`src/rtl/tap_delay_line_defs.vh`:
```
// Shared definitions for the tap delay line: default geometry and the
// ceil(log2) helper used to size select and count ports.
`ifndef TAP_DELAY_LINE_DEFS_VH
`define TAP_DELAY_LINE_DEFS_VH

`define TDL_DEFAULT_WIDTH 4
`define TDL_DEFAULT_DEPTH 8

// Smallest r such that 2**r >= value (returns 0 for value <= 1).
function automatic int tdl_clog2(input int value);
   int result;
   int remain;
   result = 0;
   remain = value - 1;
   while (remain > 0) begin
      result = result + 1;
      remain = remain >> 1;
   end
   return result;
endfunction

`endif

```
`src/rtl/tap_delay_line_pkg.sv`:
```
// Package for the tap delay line: default sizes, width helper and the
// per-cycle operation decode shared by the top level.
package tap_delay_line_pkg;

`include "tap_delay_line_defs.vh"

   localparam int TDL_WIDTH = `TDL_DEFAULT_WIDTH;
   localparam int TDL_DEPTH = `TDL_DEFAULT_DEPTH;

   // What the whole line does on the next clock edge.
   typedef enum logic [1:0] {
      OP_HOLD  = 2'd0,
      OP_SHIFT = 2'd1,
      OP_CLR   = 2'd2
   } tdl_op_e;

endpackage

```
`src/rtl/tap_delay_line_delay_stage.sv`:
```
// One stage of the delay line: a data word plus its valid bit, stored in a
// single register with asynchronous reset, synchronous clear and enable.
module delay_stage #(
   parameter int W = 5
) (
   input  logic         clk,
   input  logic         rst_n,
   input  logic         clr,
   input  logic         en,
   input  logic [W-1:0] d,
   output logic [W-1:0] q
);

   logic [W-1:0] data_reg;

   // Stage register: clear wins over enable, otherwise hold.
   always_ff @(posedge clk or negedge rst_n) begin
      if (!rst_n) begin
         data_reg <= '0;
      end else if (clr) begin
         data_reg <= '0;
      end else if (en) begin
         data_reg <= d;
      end
   end

   assign q = data_reg;

endmodule

```
`src/rtl/tap_delay_line.sv`:
```
// Programmable-depth delay line: DEPTH stages of data+valid shift on each
// enabled clock, a runtime tap select picks the output stage (clamped to the
// last stage), and a counter tracks how many stages hold valid data.
module tap_delay_line
   import tap_delay_line_pkg::*;
#(
   parameter  int WIDTH = TDL_WIDTH,
   parameter  int DEPTH = TDL_DEPTH,
   localparam int SEL_W = tdl_clog2(DEPTH),
   localparam int CNT_W = tdl_clog2(DEPTH + 1)
) (
   input  logic                   clk,
   input  logic                   rst_n,
   input  logic                   en,
   input  logic                   clr,
   input  logic [WIDTH-1:0]       d,
   input  logic                   d_valid,
   input  logic [SEL_W-1:0]       sel,
   output logic [WIDTH-1:0]       q,
   output logic                   q_valid,
   output logic [DEPTH*WIDTH-1:0] taps,
   output logic [CNT_W-1:0]       fill_cnt
);

   localparam logic [SEL_W-1:0] LAST_SEL = SEL_W'(DEPTH - 1);

   // Each stage word is {valid, data}.
   logic [WIDTH:0]   stage_q [DEPTH];
   logic [DEPTH-1:0] valid;
   tdl_op_e          op;
   logic [SEL_W-1:0] sel_c;
   logic [CNT_W-1:0] fill_cnt_reg;
   logic [CNT_W-1:0] fill_cnt_next;

   assign op = clr ? OP_CLR : (en ? OP_SHIFT : OP_HOLD);

   generate
      for (genvar gi = 0; gi < DEPTH; gi++) begin : g_stage
         logic [WIDTH:0] stage_d;

         if (gi == 0) begin : g_head
            assign stage_d = {d_valid, d};
         end else begin : g_body
            assign stage_d = stage_q[gi-1];
         end

         delay_stage #(
            .W (WIDTH + 1)
         ) u_stage (
            .clk   (clk),
            .rst_n (rst_n),
            .clr   (clr),
            .en    (en),
            .d     (stage_d),
            .q     (stage_q[gi])
         );

         assign valid[gi]                   = stage_q[gi][WIDTH];
         assign taps[gi*WIDTH +: WIDTH]     = stage_q[gi][WIDTH-1:0];
      end
   endgenerate

   // Tap mux: out-of-range selects read the last stage.
   always_comb begin
      sel_c   = (sel > LAST_SEL) ? LAST_SEL : sel;
      q       = stage_q[sel_c][WIDTH-1:0];
      q_valid = stage_q[sel_c][WIDTH];
   end

   // Occupancy update: a valid word enters at stage 0, one may fall off the end.
   always_comb begin
      fill_cnt_next = fill_cnt_reg;
      case (op)
         OP_CLR:   fill_cnt_next = '0;
         OP_SHIFT: fill_cnt_next = fill_cnt_reg + CNT_W'(d_valid)
                                   - CNT_W'(valid[DEPTH-1]);
         default:  fill_cnt_next = fill_cnt_reg;
      endcase
   end

   // Occupancy register.
   always_ff @(posedge clk or negedge rst_n) begin
      if (!rst_n) begin
         fill_cnt_reg <= '0;
      end else begin
         fill_cnt_reg <= fill_cnt_next;
      end
   end

   assign fill_cnt = fill_cnt_reg;

   // The counter is a cached popcount of the valid bits; they must never diverge.
   fill_matches_valid: assert property (
      @(posedge clk) disable iff (!rst_n)
      fill_cnt_reg == CNT_W'($countones(valid))
   );

endmodule

```
`config.mk`:
```
export PLATFORM = sky130hd
export DESIGN_NAME = tap_delay_line
export DESIGN_NICKNAME = d
export VERILOG_FILES = /design/src/rtl/tap_delay_line_pkg.sv /design/src/rtl/tap_delay_line_delay_stage.sv /design/src/rtl/tap_delay_line.sv
export VERILOG_INCLUDE_DIRS = /design/src /design/src/rtl
export SDC_FILE = /design/constraint.sdc
export NUM_CORES = 1
export LEC_CHECK = 0
export CAP_MARGIN = 20
export CORE_ASPECT_RATIO = 0.8
export CORE_MARGIN = 4
export CORE_UTILIZATION = 45
export CTS_CLUSTER_SIZE = 12
export DETAILED_ROUTE_END_ITERATION = 8
export GPL_ROUTABILITY_DRIVEN = 0
export GPL_TIMING_DRIVEN = 0
export PLACE_DENSITY_LB_ADDON = 0.05
export RECOVER_POWER = 100
export SKIP_LAST_GASP = 1
export SLEW_MARGIN = 10
export SYNTH_ARGS = -nofsm -noshare
export SYNTH_HDL_FRONTEND = slang
export SYNTH_HIERARCHICAL = 1
export SYNTH_SLANG_ARGS = --single-unit
```
`constraint.sdc`:
```
create_clock -name clk -period 4.15 [get_ports clk]
set_clock_uncertainty 0.05 [all_clocks]
set_input_delay 0.83 -clock clk [delete_from_list [all_inputs] [get_ports clk]]
set_output_delay 0.83 -clock clk [all_outputs]
set_load 0.1 [all_outputs]
```
class_map.png
Scale: 6 px per µm.
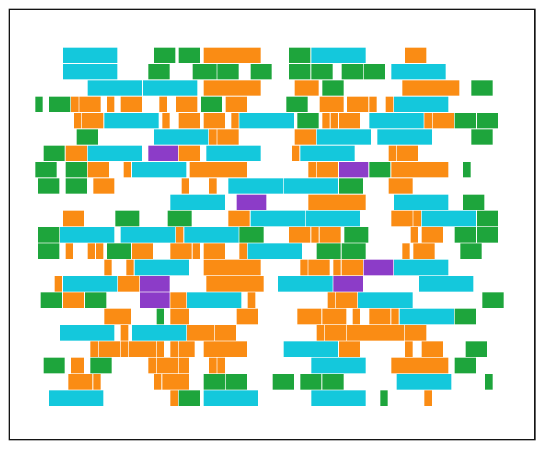
legend:
  clock drivers and dummy loads:
    color: purple
    cells: 7
  registers:
    color: cyan
    cells: 44
  remaining logic cells:
    color: orange
    cells: 120
  remaining buffers and delay cells:
    color: green
    cells: 61
summed area of non-filler cells in the final layout: 2920 µm²
count of standard-cell rows: 22

sizing.png
Scale: 3 px per µm.
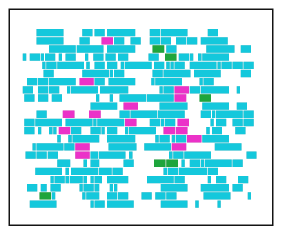
legend:
  x2:
    color: green
    cells: 6
    share: 2.6%
    most_used: mux2_2
  x6 and larger:
    color: magenta
    cells: 16
    share: 6.9%
    most_used: buf_6
  x1 and smaller:
    color: cyan
    cells: 210
    share: 91%
synth-to-layout area growth: 28.81%
Final Worst Setup Slack: 0.3533 ns

==> GITHUB_STEP_SUMMARY <==
## Synthesis and layout report

| Metric | Value |
|---|---|
| Failing checks | max-capacitance violations, max-slew violations |
| Clk_lat worst skew | 0.29 ns |
| Largest net degree at the start of global routing | about 46 |
| FA/HA/MAJ Cells, Area Fraction | between 3 and 4% |
| Top cells by count | sky130_fd_sc_hd__dfrtp_1 (44), sky130_fd_sc_hd__nor2_1 (44), sky130_fd_sc_hd__mux2i_1 (43) |
| Initial Util | between 40% and 50% |
| Outcome | complete, but fails checks |
| Max-Cap Viols | 2 |
| Async SR Flop Fraction | 100.0% |
| Total Routing Usage GR | 17.81% |
| Commonest cells after routing, fill and taps aside | sky130_fd_sc_hd__nor2_1 (44), sky130_fd_sc_hd__dfrtp_1 (44), sky130_fd_sc_hd__mux2i_1 (43) |
| Estimated wirelength of the detail-placed design | 3729 µm |
| Count of unresolved DRC violations after routing | 0 |
| Biggest area consumer among synthesized cells | sky130_fd_sc_hd__dfrtp_1 |
| Die X-Extent | 87.36 µm |
| Synth Net Count | 192 |
| Top power group | sequential cells |
| Global-route met3 utilization | 4.023% |
| DP Worst Slack | 0.3235 ns |
| Share of final layout cell area taken by non-clock buffers | 20.22% |
| Fin. max-slew vios | 84 |
| Total power density per cell area | 308.5 nW/µm² |
| Critical path launch point type | input pin |
route_heat.png
Scale: 4 px per µm. The die is cut into 17 by 14 equal tiles; dark purple is low, yellow is high, scaled to the fullest tile. Values are wire area over tile area, all layers added.
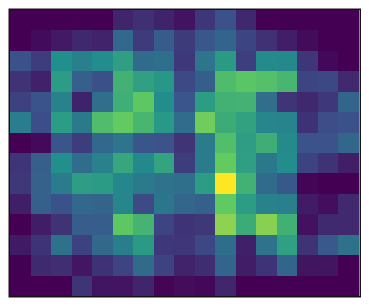
densest ninth of the die: center
nearly empty tiles: 13%
mean over tiles: 0.13

clock_nets.png
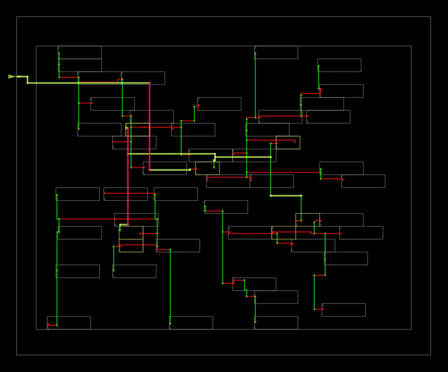
Flops: 44
layout clock buffer count: 7

Power is estimated from default activity; no workload was simulated.
